[src/rtl/tl_host_aggregator_if.sv]
// TileLink-UH A/D link bundle. Lanes carry per-link A payloads and D valid/ready.
// The D payload is shared by all lanes because the aggregator broadcasts it.
interface tl_host_aggregator_if #(
   parameter int NumLanes    = 1,
   parameter int DataWidth   = 128,
   parameter int AddrWidth   = 56,
   parameter int SourceWidth = 2,
   parameter int SinkWidth   = 1,
   parameter int SizeWidth   = 3
) ();
   logic [NumLanes-1:0]                  a_valid;
   logic [NumLanes-1:0]                  a_ready;
   logic [NumLanes-1:0][2:0]             a_opcode;
   logic [NumLanes-1:0][2:0]             a_param;
   logic [NumLanes-1:0][SizeWidth-1:0]   a_size;
   logic [NumLanes-1:0][SourceWidth-1:0] a_source;
   logic [NumLanes-1:0][AddrWidth-1:0]   a_address;
   logic [NumLanes-1:0][DataWidth/8-1:0] a_mask;
   logic [NumLanes-1:0]                  a_corrupt;
   logic [NumLanes-1:0][DataWidth-1:0]   a_data;

   logic [NumLanes-1:0]                  d_valid;
   logic [NumLanes-1:0]                  d_ready;
   logic [2:0]                           d_opcode;
   logic [1:0]                           d_param;
   logic [SizeWidth-1:0]                 d_size;
   logic [SourceWidth-1:0]               d_source;
   logic [SinkWidth-1:0]                 d_sink;
   logic                                 d_denied;
   logic                                 d_corrupt;
   logic [DataWidth-1:0]                 d_data;

   modport master (
      output a_valid, a_opcode, a_param, a_size, a_source, a_address, a_mask, a_corrupt, a_data,
      input  a_ready,
      input  d_valid, d_opcode, d_param, d_size, d_source, d_sink, d_denied, d_corrupt, d_data,
      output d_ready
   );

   modport slave (
      input  a_valid, a_opcode, a_param, a_size, a_source, a_address, a_mask, a_corrupt, a_data,
      output a_ready,
      output d_valid, d_opcode, d_param, d_size, d_source, d_sink, d_denied, d_corrupt, d_data,
      input  d_ready
   );
endinterface

[src/rtl/tl_host_aggregator.sv]
// N-host to 1-device TileLink-UH aggregator: source-ID shifting, host arbitration with
// burst locking, per-host outstanding limits and unbuffered D routing.
module tl_host_aggregator #(
   parameter int NumHosts          = 4,
   parameter int DataWidth         = 128,
   parameter int AddrWidth         = 56,
   parameter int HostSourceWidth   = 2,
   parameter int DeviceSourceWidth = 5,
   parameter int SinkWidth         = 1,
   parameter int MaxOutstanding    = 4,
   parameter bit RoundRobin        = 1'b1,
   localparam int CntWidth         = $clog2(MaxOutstanding + 1)
) (
   input  logic                               clk_i,
   input  logic                               rst_i,
   tl_host_aggregator_if.slave                host,
   tl_host_aggregator_if.master               device,
   output logic [NumHosts-1:0][CntWidth-1:0]  outstanding_o
);
   localparam int IdxW     = (NumHosts > 1) ? $clog2(NumHosts) : 1;
   localparam int LogBytes = $clog2(DataWidth / 8);
   localparam logic [2:0] OpPutFull    = 3'd0;
   localparam logic [2:0] OpPutPartial = 3'd1;
   localparam logic [2:0] OpAckData    = 3'd1;

   generate
      if (DeviceSourceWidth < HostSourceWidth + $clog2(NumHosts)) begin : g_bad_cfg
         $fatal(1, "DeviceSourceWidth too narrow for NumHosts host links");
      end
   endgenerate

   function automatic logic [7:0] beats_m1(input logic [2:0] size);
      if (int'(size) > LogBytes) begin
         return 8'((1 << (int'(size) - LogBytes)) - 1);
      end
      return 8'd0;
   endfunction

   logic [CntWidth-1:0]  r_outstanding [NumHosts];
   logic                 r_lock;
   logic [IdxW-1:0]      r_lock_idx;
   logic [IdxW-1:0]      r_rr_ptr;
   logic [7:0]           r_a_beat;
   logic [7:0]           r_d_beat;

   logic [NumHosts-1:0]  w_elig;
   logic [NumHosts-1:0]  w_inc;
   logic [NumHosts-1:0]  w_dec;
   logic [NumHosts-1:0]  w_d_sel;
   logic [IdxW-1:0]      w_win;
   logic [IdxW-1:0]      w_start;
   logic [IdxW-1:0]      w_next_ptr;
   logic                 w_found;
   logic                 w_a_fire;
   logic                 w_a_last;
   logic [7:0]           w_a_beats_m1;
   logic [2:0]           w_a_opcode;
   logic [AddrWidth-1:0] w_a_address;
   logic [DeviceSourceWidth-1:0] w_d_host;
   logic                 w_d_legal;
   logic                 w_d_fire;
   logic                 w_d_last;
   logic [7:0]           w_d_beats_m1;
   logic [SinkWidth-1:0] w_d_sink;

   assign w_start = RoundRobin ? r_rr_ptr : '0;

   // A locked burst owns the link; otherwise scan eligible hosts from the start pointer.
   always_comb begin
      int idx;
      idx     = 0;
      w_win   = '0;
      w_found = 1'b0;
      if (r_lock) begin
         w_win   = r_lock_idx;
         w_found = host.a_valid[r_lock_idx];
      end else begin
         for (int k = 0; k < NumHosts; k++) begin
            idx = (int'(w_start) + k) % NumHosts;
            if (!w_found && w_elig[idx]) begin
               w_win   = IdxW'(idx);
               w_found = 1'b1;
            end
         end
      end
   end

   assign w_a_opcode   = host.a_opcode[w_win];
   assign w_a_address  = host.a_address[w_win];
   assign w_a_beats_m1 = (w_a_opcode == OpPutFull || w_a_opcode == OpPutPartial) ?
                         beats_m1(host.a_size[w_win]) : 8'd0;
   assign w_a_last     = (r_a_beat == w_a_beats_m1);
   assign w_a_fire     = !rst_i && w_found && device.a_ready[0];
   assign w_next_ptr   = (int'(w_win) == NumHosts - 1) ? '0 : w_win + IdxW'(1);

   assign device.a_valid[0]   = !rst_i && w_found;
   assign device.a_opcode[0]  = w_a_opcode;
   assign device.a_param[0]   = host.a_param[w_win];
   assign device.a_size[0]    = host.a_size[w_win];
   assign device.a_source[0]  = (DeviceSourceWidth'(w_win) << HostSourceWidth) |
                                DeviceSourceWidth'(host.a_source[w_win]);
   assign device.a_address[0] = w_a_address;
   assign device.a_mask[0]    = host.a_mask[w_win];
   assign device.a_corrupt[0] = host.a_corrupt[w_win];
   assign device.a_data[0]    = host.a_data[w_win];

   assign w_d_host     = device.d_source >> HostSourceWidth;
   assign w_d_legal    = |w_d_sel;
   assign w_d_beats_m1 = (device.d_opcode == OpAckData) ? beats_m1(device.d_size) : 8'd0;
   assign w_d_last     = (r_d_beat == w_d_beats_m1);
   // Beats for a non-existent host are swallowed so the device never wedges.
   assign device.d_ready[0] = !rst_i && (w_d_legal ? |(host.d_ready & w_d_sel) : 1'b1);
   assign w_d_fire     = device.d_valid[0] && device.d_ready[0];
   assign w_d_sink     = device.d_sink;

   assign host.d_opcode  = device.d_opcode;
   assign host.d_param   = device.d_param;
   assign host.d_size    = device.d_size;
   assign host.d_source  = device.d_source[HostSourceWidth-1:0];
   assign host.d_sink    = w_d_sink;
   assign host.d_denied  = device.d_denied;
   assign host.d_corrupt = device.d_corrupt;
   assign host.d_data    = device.d_data;

   genvar gi;
   generate
      for (gi = 0; gi < NumHosts; gi++) begin : g_host
         assign w_elig[gi]  = host.a_valid[gi] && (r_outstanding[gi] < CntWidth'(MaxOutstanding));
         assign w_inc[gi]   = w_a_fire && !r_lock && (w_win == IdxW'(gi));
         assign w_d_sel[gi] = (w_d_host == DeviceSourceWidth'(gi));
         assign w_dec[gi]   = w_d_fire && w_d_sel[gi] && w_d_last;
         assign host.a_ready[gi] = w_a_fire && (w_win == IdxW'(gi));
         assign host.d_valid[gi] = !rst_i && device.d_valid[0] && w_d_sel[gi];
         assign outstanding_o[gi] = r_outstanding[gi];

         a_no_overflow: assert property (@(posedge clk_i) disable iff (rst_i)
            !(w_inc[gi] && !w_dec[gi] && r_outstanding[gi] == CntWidth'(MaxOutstanding)));
         a_no_underflow: assert property (@(posedge clk_i) disable iff (rst_i)
            !(w_dec[gi] && !w_inc[gi] && r_outstanding[gi] == '0));
      end
   endgenerate

   a_legal_d_host: assert property (@(posedge clk_i) disable iff (rst_i)
      !(device.d_valid[0] && !w_d_legal));

   always_ff @(posedge clk_i or posedge rst_i) begin
      if (rst_i) begin
         for (int i = 0; i < NumHosts; i++) r_outstanding[i] <= '0;
         r_lock     <= 1'b0;
         r_lock_idx <= '0;
         r_rr_ptr   <= '0;
         r_a_beat   <= '0;
         r_d_beat   <= '0;
      end else begin
         for (int i = 0; i < NumHosts; i++) begin
            if (w_inc[i] && !w_dec[i]) begin
               r_outstanding[i] <= r_outstanding[i] + CntWidth'(1);
            end else if (!w_inc[i] && w_dec[i]) begin
               r_outstanding[i] <= r_outstanding[i] - CntWidth'(1);
            end
         end
         if (w_a_fire) begin
            if (w_a_last) begin
               r_a_beat <= '0;
               r_lock   <= 1'b0;
               if (RoundRobin) r_rr_ptr <= w_next_ptr;
            end else begin
               r_a_beat   <= r_a_beat + 8'd1;
               r_lock     <= 1'b1;
               r_lock_idx <= w_win;
            end
         end
         if (w_d_fire) begin
            r_d_beat <= w_d_last ? 8'd0 : r_d_beat + 8'd1;
         end
      end
   end
endmodule

[src/flat_wrapper.sv]
// flat-port wrapper written by rule: the top's interface ports become plain ports
module tl_host_aggregator_flat 
#(
   parameter int NumHosts          = 4,
   parameter int DataWidth         = 128,
   parameter int AddrWidth         = 56,
   parameter int HostSourceWidth   = 2,
   parameter int DeviceSourceWidth = 5,
   parameter int SinkWidth         = 1,
   parameter int MaxOutstanding    = 4,
   parameter bit RoundRobin        = 1'b1,
   localparam int CntWidth         = $clog2(MaxOutstanding + 1)
)
  (clk_i, rst_i, outstanding_o, host_a_valid, host_a_opcode, host_a_param, host_a_size, host_a_source, host_a_address, host_a_mask, host_a_corrupt, host_a_data, host_a_ready, host_d_valid, host_d_opcode, host_d_param, host_d_size, host_d_source, host_d_sink, host_d_denied, host_d_corrupt, host_d_data, host_d_ready, device_a_valid, device_a_opcode, device_a_param, device_a_size, device_a_source, device_a_address, device_a_mask, device_a_corrupt, device_a_data, device_a_ready, device_d_valid, device_d_opcode, device_d_param, device_d_size, device_d_source, device_d_sink, device_d_denied, device_d_corrupt, device_d_data, device_d_ready);
  tl_host_aggregator_if #(.NumLanes(4), .SourceWidth(2), .DataWidth(DataWidth), .AddrWidth(AddrWidth), .SinkWidth(SinkWidth)) host_i ();
  tl_host_aggregator_if #(.NumLanes(1), .SourceWidth(5), .DataWidth(DataWidth), .AddrWidth(AddrWidth), .SinkWidth(SinkWidth)) device_i ();
  input  logic clk_i;
  input  logic rst_i;
  output logic [NumHosts-1:0][CntWidth-1:0] outstanding_o;
  input wire logic [$bits(host_i.a_valid)-1:0] host_a_valid;
  input wire logic [$bits(host_i.a_opcode)-1:0] host_a_opcode;
  input wire logic [$bits(host_i.a_param)-1:0] host_a_param;
  input wire logic [$bits(host_i.a_size)-1:0] host_a_size;
  input wire logic [$bits(host_i.a_source)-1:0] host_a_source;
  input wire logic [$bits(host_i.a_address)-1:0] host_a_address;
  input wire logic [$bits(host_i.a_mask)-1:0] host_a_mask;
  input wire logic [$bits(host_i.a_corrupt)-1:0] host_a_corrupt;
  input wire logic [$bits(host_i.a_data)-1:0] host_a_data;
  output wire logic [$bits(host_i.a_ready)-1:0] host_a_ready;
  output wire logic [$bits(host_i.d_valid)-1:0] host_d_valid;
  output wire logic [$bits(host_i.d_opcode)-1:0] host_d_opcode;
  output wire logic [$bits(host_i.d_param)-1:0] host_d_param;
  output wire logic [$bits(host_i.d_size)-1:0] host_d_size;
  output wire logic [$bits(host_i.d_source)-1:0] host_d_source;
  output wire logic [$bits(host_i.d_sink)-1:0] host_d_sink;
  output wire logic [$bits(host_i.d_denied)-1:0] host_d_denied;
  output wire logic [$bits(host_i.d_corrupt)-1:0] host_d_corrupt;
  output wire logic [$bits(host_i.d_data)-1:0] host_d_data;
  input wire logic [$bits(host_i.d_ready)-1:0] host_d_ready;
  output wire logic [$bits(device_i.a_valid)-1:0] device_a_valid;
  output wire logic [$bits(device_i.a_opcode)-1:0] device_a_opcode;
  output wire logic [$bits(device_i.a_param)-1:0] device_a_param;
  output wire logic [$bits(device_i.a_size)-1:0] device_a_size;
  output wire logic [$bits(device_i.a_source)-1:0] device_a_source;
  output wire logic [$bits(device_i.a_address)-1:0] device_a_address;
  output wire logic [$bits(device_i.a_mask)-1:0] device_a_mask;
  output wire logic [$bits(device_i.a_corrupt)-1:0] device_a_corrupt;
  output wire logic [$bits(device_i.a_data)-1:0] device_a_data;
  input wire logic [$bits(device_i.a_ready)-1:0] device_a_ready;
  input wire logic [$bits(device_i.d_valid)-1:0] device_d_valid;
  input wire logic [$bits(device_i.d_opcode)-1:0] device_d_opcode;
  input wire logic [$bits(device_i.d_param)-1:0] device_d_param;
  input wire logic [$bits(device_i.d_size)-1:0] device_d_size;
  input wire logic [$bits(device_i.d_source)-1:0] device_d_source;
  input wire logic [$bits(device_i.d_sink)-1:0] device_d_sink;
  input wire logic [$bits(device_i.d_denied)-1:0] device_d_denied;
  input wire logic [$bits(device_i.d_corrupt)-1:0] device_d_corrupt;
  input wire logic [$bits(device_i.d_data)-1:0] device_d_data;
  output wire logic [$bits(device_i.d_ready)-1:0] device_d_ready;
  assign host_i.a_valid = host_a_valid;
  assign host_i.a_opcode = host_a_opcode;
  assign host_i.a_param = host_a_param;
  assign host_i.a_size = host_a_size;
  assign host_i.a_source = host_a_source;
  assign host_i.a_address = host_a_address;
  assign host_i.a_mask = host_a_mask;
  assign host_i.a_corrupt = host_a_corrupt;
  assign host_i.a_data = host_a_data;
  assign host_a_ready = host_i.a_ready;
  assign host_d_valid = host_i.d_valid;
  assign host_d_opcode = host_i.d_opcode;
  assign host_d_param = host_i.d_param;
  assign host_d_size = host_i.d_size;
  assign host_d_source = host_i.d_source;
  assign host_d_sink = host_i.d_sink;
  assign host_d_denied = host_i.d_denied;
  assign host_d_corrupt = host_i.d_corrupt;
  assign host_d_data = host_i.d_data;
  assign host_i.d_ready = host_d_ready;
  assign device_a_valid = device_i.a_valid;
  assign device_a_opcode = device_i.a_opcode;
  assign device_a_param = device_i.a_param;
  assign device_a_size = device_i.a_size;
  assign device_a_source = device_i.a_source;
  assign device_a_address = device_i.a_address;
  assign device_a_mask = device_i.a_mask;
  assign device_a_corrupt = device_i.a_corrupt;
  assign device_a_data = device_i.a_data;
  assign device_i.a_ready = device_a_ready;
  assign device_i.d_valid = device_d_valid;
  assign device_i.d_opcode = device_d_opcode;
  assign device_i.d_param = device_d_param;
  assign device_i.d_size = device_d_size;
  assign device_i.d_source = device_d_source;
  assign device_i.d_sink = device_d_sink;
  assign device_i.d_denied = device_d_denied;
  assign device_i.d_corrupt = device_d_corrupt;
  assign device_i.d_data = device_d_data;
  assign device_d_ready = device_i.d_ready;
  tl_host_aggregator #(.NumHosts(NumHosts), .DataWidth(DataWidth), .AddrWidth(AddrWidth), .HostSourceWidth(HostSourceWidth), .DeviceSourceWidth(DeviceSourceWidth), .SinkWidth(SinkWidth), .MaxOutstanding(MaxOutstanding), .RoundRobin(RoundRobin)) u_core (.clk_i(clk_i), .rst_i(rst_i), .host(host_i), .device(device_i), .outstanding_o(outstanding_o));
endmodule
[config.mk]
export PLATFORM = sky130hd
export DESIGN_NAME = tl_host_aggregator_flat
export DESIGN_NICKNAME = d
export VERILOG_FILES = /design/src/rtl/tl_host_aggregator_if.sv /design/src/rtl/tl_host_aggregator.sv /design/src/flat_wrapper.sv
export SDC_FILE = /design/constraint.sdc
export NUM_CORES = 1
export LEC_CHECK = 0
export ABC_AREA = 1
export CAP_MARGIN = 10
export CORE_AREA = 4 4 538 540
export DETAILED_ROUTE_END_ITERATION = 12
export DIE_AREA = 0 0 542 544
export GPL_ROUTABILITY_DRIVEN = 0
export GPL_TIMING_DRIVEN = 0
export HOLD_SLACK_MARGIN = 0.12
export MAX_ROUTING_LAYER = met4
export SLEW_MARGIN = 20
export SYNTH_ARGS = -nofsm -noshare
export SYNTH_HDL_FRONTEND = slang
export SYNTH_SLANG_ARGS = --single-unit
[constraint.sdc]
create_clock -name clk_i -period 6.7 [get_ports clk_i]
set_input_delay 1.34 -clock clk_i [delete_from_list [all_inputs] [get_ports clk_i]]
set_output_delay 1.34 -clock clk_i [all_outputs]
set_load 0.03 [all_outputs]
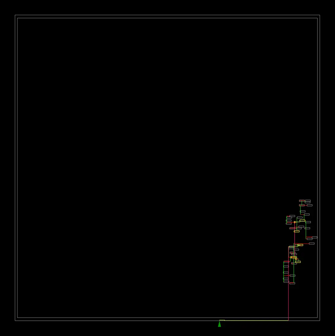
Figure 1: run 1, clock wiring as the flow saved it.
sinks on the clock net: 33
CTS Buf Count: 5
count of flip-flops and latches: 33
Setup Skew: 0.006780 ns

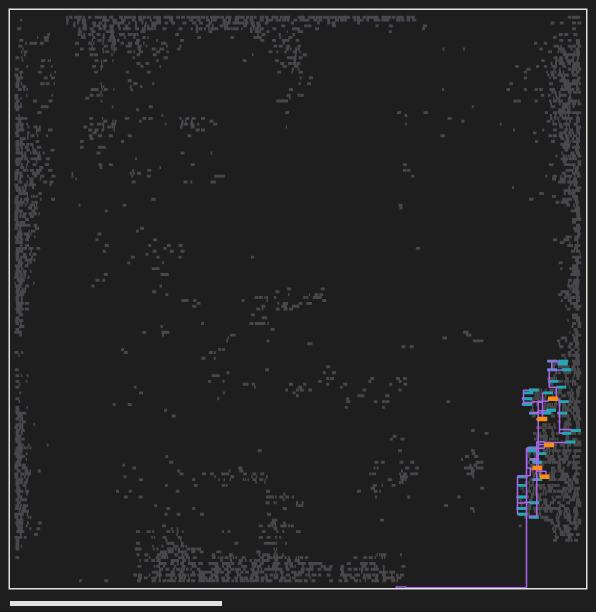
Figure 2: run 1, routed clock nets over the placement.
The bar under the picture is 200 um long.
[purple] clock wires | length: 829 um
[cyan] flip-flops | count: 33
[orange] clock drivers | count: 5
routed clock nets: 6

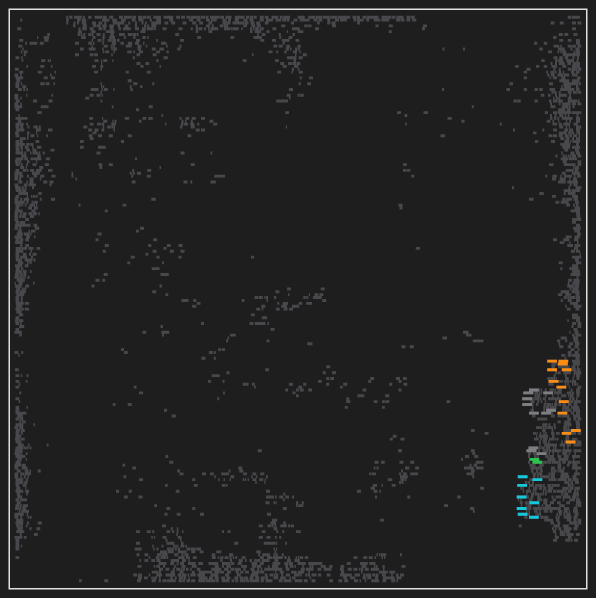
Figure 3: run 1, sequential cells grouped by signal name.
Other sequential cells in the stronger gray, the rest of the logic in the fainter gray.
| color | signal | flops |
|---|---|---|
| green | u_core.r_rr_ptr | 2 |
| cyan | u_core.r_a_beat | 8 |
| orange | u_core.outstanding_o | 12 |
not colored: 11

==> metrics.log, run 1 <==
[report] implementation figures
INFO  metric critical-path-slowest-cell = sky130_fd_sc_hd__dlygate4sd2_1
INFO  metric worst_path_largest_cell_delay = 0.73 ns
INFO  metric syn_to_final_growth = 197.5%
INFO  metric layout.cell_area.non_filler = approximately 0.028 mm2
INFO  metric synth_seq_share = about 9%
INFO  metric run_status = finished, final reports clean
INFO  metric clk_latency = just under 0.3 ns
INFO  metric worst_hold_path_type = reg -> reg
INFO  metric measured_slew_at_the_worst_slew_check_pin = between 1 and 1.5 ns
INFO  metric place.port_buffers = roughly 1200
INFO  metric final.setup.worst_slack = roughly 0.11 ns
INFO  metric grt_remaining_overflow = 0
INFO  metric core_util_floorplan = under 10%
INFO  metric switching_power = about 9.5 mW
INFO  metric power_report.internal_total = between 3 and 4 mW
INFO  metric cts_tree = done
INFO  metric timing_max_transition_violations_final = 0
INFO  metric synth_area = around 0.0093 mm2
INFO  metric cts-root-buf = sky130_fd_sc_hd__clkbuf_16
INFO  metric first_global_vias = around 18000
INFO  metric core_area = between 0.2 and 0.3 mm2
INFO  metric timing.critical_path.required = 5.36 ns
INFO  metric seq_power_share = 2.5%
INFO  metric ir_drop = 0.2131 mV
INFO  metric worstSetupStartpointType = input port
INFO  metric yosys-stat-cells = ~1700
INFO  metric holdWs = around 0.47 ns
INFO  metric postSynthCellCount = around 1700
INFO  metric final_period_minus_worst_setup_slack = between 6 and 7 ns
INFO  metric path_cells = clkdlybuf4s50_1 -> nand3_1 -> nand2_1 -> nand2_1 -> nand2_1 -> nand2_1 -> nand3_1 -> nand3_2 -> nand2_2 -> buf_6 -> buf_8 -> clkbuf_1 -> o21ai_0 -> o22ai_1 -> dlygate4sd2_1
INFO  metric detailedRoute.firstIterationViolations = 1492
INFO  metric wl_per_cell = approximately 35 um
INFO  metric final-hold-violation-count = 0
INFO  metric grt_antenna_before_repair = ~350
INFO  metric layout_top_cells_excl_fill_tap = 1071 x sky130_fd_sc_hd__clkdlybuf4s50_1, 433 x sky130_fd_sc_hd__nor2_1, 390 x sky130_fd_sc_hd__o21ai_0
INFO  metric swShare = 72.70%
INFO  metric fraction_of_the_cycle_the_final_worst_path_needs = 98.35%
INFO  metric drt_pass1_iterations = 7
[run 1: path summary, 6_finish.rpt]
| kind | startpoint | to | slack (ns) | cells past startpoint |
|---|---|---|---|---|
| min reg2reg | u_core.r_a_beat[7] | u_core.r_a_beat[7] | 0.47 | 1 |
| min in group asynchronous | rst_i | u_core.outstanding_o[6] | 1.39 | 2 |
| min | u_core.r_a_beat[7] | u_core.r_a_beat[7] | 0.47 | 1 |
| max in group asynchronous | rst_i | u_core.r_a_beat[7] | 4.88 | 3 |
| max reg2reg | u_core.r_rr_ptr[0] | u_core.outstanding_o[8] | 2.12 | 23 |
| max | host_a_valid[3] | device_a_data[1] | 0.11 | 15 |
[run 1: synth_stat cells (all sizes together)]
cell type,instances,share of area (%)
nor2,444,18
o21ai,425,23
o22ai,207,14
buf,170,13
clkbuf,117,4.7
nand2,104,4.5
inv,69,2.8
nand3,50,3.1
dfrtp,33,8.9
nor3,13,0.70
ha,11,1.5
xor2,11,1.0
a21oi,10,0.66
nand3b,7,0.56
nand4,6,0.40
xnor2,6,0.56
nor4,5,0.34
fa,4,0.86
mux2,4,0.48
o221ai,2,0.19
a32oi,1,0.094
and3,1,0.067
conb,1,0.040
nor3b,1,0.081
o211ai,1,0.081
[run 1: state kept, by name, indices dropped and copies added, names as in the netlist]
register / flops
u_core.outstanding_o: 12
u_core.r_lock: 1
u_core.r_d_beat: 8
u_core.r_a_beat: 8
u_core.r_rr_ptr: 2
u_core.r_lock_idx: 2
[run 1: critical path: cells and delay by family]
kind / cells / cell delay [ns]
simple gates: 8 / 0.83
compound gates: 2 / 0.82
buf+inv: 5 / 2.20
[run 1: power groups by stage]
stage / Sequential [mW] / Clock [mW] / Combinational [mW]
global route: 0.339 / 0.242 / 13.2
floorplan: 0.374 / 0 / 5.05
CTS: 0.329 / 0.238 / 13.0
detailed placement: 0.332 / 0 / 13.2
global placement: 0.330 / 0 / 13.1
finish: 0.330 / 0.231 / 12.6
[run 1: cell families (layout without fill, tap and decap cells)]
| group | count (synthesis) | count (layout) | share of synthesized area [%] |
|---|---|---|---|
| XOR/XNOR | 17 | 17 | 1.600 |
| AND-OR/OR-AND | 646 | 646 | 37.83 |
| adder cells (fa/ha/maj) | 15 | 15 | 2.339 |
| flip-flops | 33 | 33 | 8.873 |
| multiplexers | 4 | 4 | 0.4840 |
| buffers and inverters | 356 | 1617 | 20.70 |
| other | 1 | 263 | 0.04029 |
| AND/OR/NAND/NOR | 631 | 631 | 28.13 |
[run 1: metal layers]
metal	global-route usage (%)	routed length, um	share of wire, %	vias up
li1	-	-	-	8647
met1	16.03	83370	34	8996
met2	25.07	106300	43	1611
met3	10.40	41300	17	460
met4	6.312	13770	5.6	0
met5	-	0	0	-
[run 1: repair_timing]
item                       CTS  global route
cloned                       0             0
setup endpoints to repair  213           129
hold endpoints to repair     0             0
gates resized              311           128
buffers inserted             0             0
[run 1: final cells by class]
type | instances | area (um2)
tap | 3762 | 4707
buffer | 286 | 1889
multi-input combinational | 1314 | 6646
timing repair buffer | 1254 | 12560
clock buffer | 5 | 125.1
fill | 33400 | 256800
inverter | 69 | 264.0
antenna | 262 | 655.6
sequential | 33 | 825.8
clock inverter | 3 | 17.52
Figure 4. Signal wires on met4 (run 1).
Supply wires on this layer in gray.
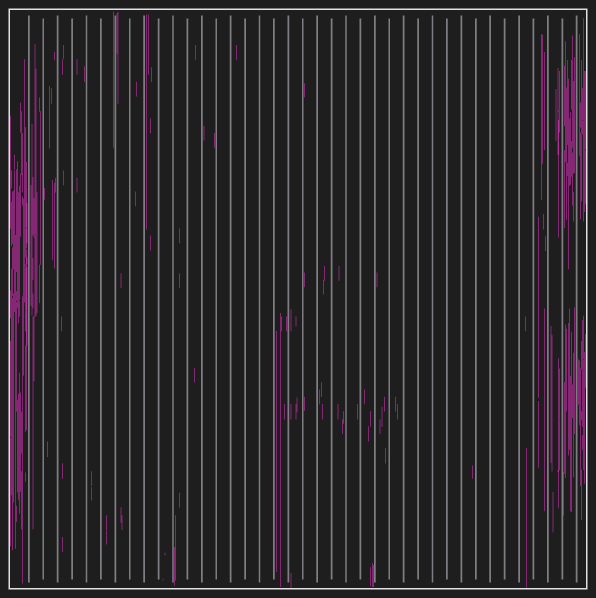

==> run 2, diff against run 1 <==
TNS_END_PERCENT = 30   (was not set)
clock period = 7.7 ns   (was 6.7 ns; I/O delays follow)
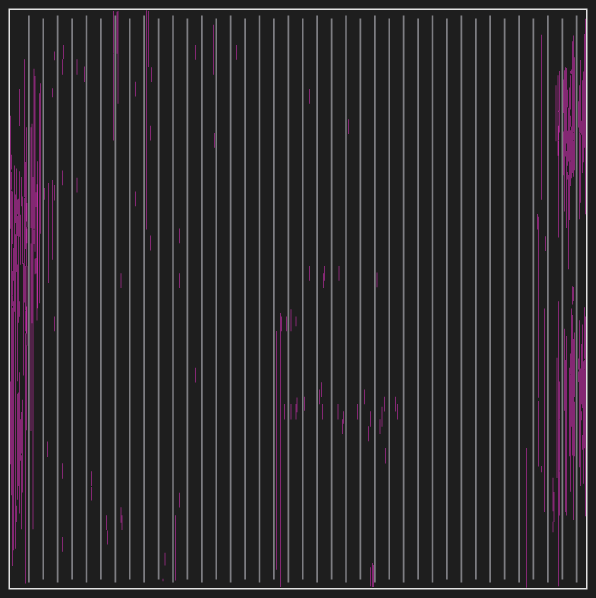
Figure 5: run 2, signal wires on met4.
Supply wires on this layer in gray.
nets with wire on the layer: 202
wire length on this layer: 13400 um
main direction: vertical
share of all routed wire: 5.5%
longest straight run: 331 um

==> run 2 against run 1 <==
Effect of this change: sequential share of layout area is essentially flat; largest cell class unchanged; global-route usage hardly changed; synthesized cell count did not move; via count increased by 0.16%; register-to-register slack improved by 0.60 ns.
==> metrics.log, run 2 <==
[report] implementation figures
INFO  metric worst_hold_path_type = reg -> reg
INFO  metric cts_tree = done
INFO  metric netlist.top_cell.by_area = sky130_fd_sc_hd__o21ai_0
INFO  metric grt_most_used_layer = met2
INFO  metric synth.most_common_cell = sky130_fd_sc_hd__nor2_1
INFO  metric rr_worst_depth = 23 (unchanged)
INFO  metric area_leaders = sky130_fd_sc_hd__o21ai_0 22%, sky130_fd_sc_hd__nor2_1 18%, sky130_fd_sc_hd__o22ai_1 14%
INFO  metric measured_slew_at_the_worst_slew_check_pin = 1.167 ns (+0.1274 ns)
INFO  metric synth_seq_share = 8.873% (unchanged)
INFO  metric wl_per_cell = 34.93 um (-0.26%)
INFO  metric critical-path-slowest-cell = sky130_fd_sc_hd__o21ai_0
INFO  metric global_route.usage.met1 = 16.01% (-0.025 points)
INFO  metric largest_register_ffs = 12 (unchanged)
INFO  metric numCtsBuffers = 5 (unchanged)
INFO  metric timing.hold.worst_path_depth = 1 (unchanged)
INFO  metric layout.cell_area.non_filler = 0.02754 mm2 (-0.54%)
INFO  metric synth_area = 0.009306 mm2 (unchanged)
INFO  metric cp.buffers_inverters = 8 (+3)
INFO  metric syn_to_final_growth = 195.9%
INFO  metric cts-root-buf = sky130_fd_sc_hd__clkbuf_16
INFO  metric path_depth = 18 (+3)
INFO  metric core_area = 0.2845 mm2 (unchanged)
INFO  metric synth-main-ff-cell = sky130_fd_sc_hd__dfrtp_1
INFO  metric drt_pass1_iterations = 6 (-1)
INFO  metric grt_remaining_overflow = 0 (unchanged)
INFO  metric run_status = finished, final reports clean
INFO  metric edf_count = 0 (unchanged)
INFO  metric layout_top_cells_excl_fill_tap = 1195 x sky130_fd_sc_hd__clkdlybuf4s50_1, 435 x sky130_fd_sc_hd__nor2_1, 402 x sky130_fd_sc_hd__o21ai_0
INFO  metric netlist.area_leader.share = 22.16% (unchanged)
INFO  metric yosys-stat-cells = 1703 (unchanged)
INFO  metric postSynthCellCount = 1703 (unchanged)
INFO  metric place.port_buffers = 1244 (unchanged)
INFO  metric path_cells = clkdlybuf4s50_1 -> nand3_1 -> nand2_1 -> nand2_1 -> nand2_1 -> nand2_1 -> nand3_1 -> nand3_2 -> nand2_2 -> buf_6 -> inv_1 -> buf_6 -> clkbuf_4 -> buf_16 -> clkbuf_1 -> o21ai_0 -> o22ai_1 -> clkdlybuf4s50_1
INFO  metric worstSetupStartpointType = input port
INFO  metric fraction_of_the_cycle_the_final_worst_path_needs = between 90% and 100%
INFO  metric final_period_minus_worst_setup_slack = around 7.5 ns
==> run 2: what timing repair did <==
| item | in CTS | in global routing |
|---|---|---|
| resized | 62 | 20 |
| hold buffers | 0 | 0 |
| setup endpoints to repair | 195 | 50 |
| pin swaps | 0 | 0 |
==> run 2: cell families (layout without fill, tap and decap cells) <==
family                   after synthesis  after routing  synth area share, %
XOR/XNOR                              17             17                1.600
adder cells (fa/ha/maj)               15             15                2.339
other                                  1            267              0.04029
buffers and inverters                356           1617                20.70
AND-OR/OR-AND                        646            646                37.83
AND/OR/NAND/NOR                      631            631                28.13
multiplexers                           4              4               0.4840
flip-flops                            33             33                8.873
==> run 2: final cells by class <==
type / instances / area, um2
Fill cell: 33360 / 256900
Inverter: 69 / 264.0
Buffer: 286 / 1747
Clock buffer: 5 / 125.1
Multi-Input combinational cell: 1314 / 6584
Sequential cell: 33 / 825.8
Tap cell: 3762 / 4707
Antenna cell: 266 / 665.6
Clock inverter: 3 / 17.52
Timing Repair Buffer: 1254 / 12610
==> run 2: where the power goes <==
part	internal [mW]	total [mW]	switching (mW)
clock	0.119	0.203	0.0844
combinational	2.94	11.0	8.09
sequential	0.230	0.287	0.0564
==> run 2: final timing paths <==
kind | from | end
worst max-delay path | host_a_valid[3] | device_a_address[50]
worst min-delay path | u_core.r_a_beat[7] | u_core.r_a_beat[7]
worst max register to register | u_core.r_rr_ptr[0] | u_core.outstanding_o[8]
worst min register to register | u_core.r_a_beat[7] | u_core.r_a_beat[7]
max in group asynchronous | rst_i | u_core.r_a_beat[7]
min in group asynchronous | rst_i | u_core.outstanding_o[6]
==> run 2: metal layers <==
| metal | part of all wire (%) | up-vias |
|---|---|---|
| met1 | 34 | 8998 |
| met3 | 17 | 456 |
| met2 | 44 | 1629 |
| met4 | 5.5 | 0 |
| li1 | - | 8662 |
| met5 | 0 | - |
==> run 2: through the flow <==
stage | setup slack [ns] | setup TNS, ns | std cells | hold WS (ns) | util [%]
6_report | 0.1548 | 0 | 6992 | 0.4651 | 9.682
5_1_grt | -0.004898 | -0.007045 | 6969 | 0.4958 | 9.661
4_1_cts | 0.006152 | 0 | 6727 | 0.4704 | 9.434
3_5_place_dp | -1.142 | -70.88 | 6719 | 0.4588 | 9.364
3_3_place_gp | -2.578 | -270.37 | 6709 | 0.4578 | 9.303
2_1_floorplan | 2.425 | 0 | 1703 | 0.4426 | -
==> run 2: worst reg2reg max path, delay by kind of cell, from the launching register on <==
family | cells | cell delay [ns]
AND-OR/OR-AND | 2 | 0.35
XOR/XNOR | 1 | 0.20
buffers and inverters | 8 | 2.14
flip-flops | 1 | 0.37
AND/OR/NAND/NOR | 9 | 1.01
adder cells (fa/ha/maj) | 3 | 0.80
Power is estimated from default activity; no workload was simulated.
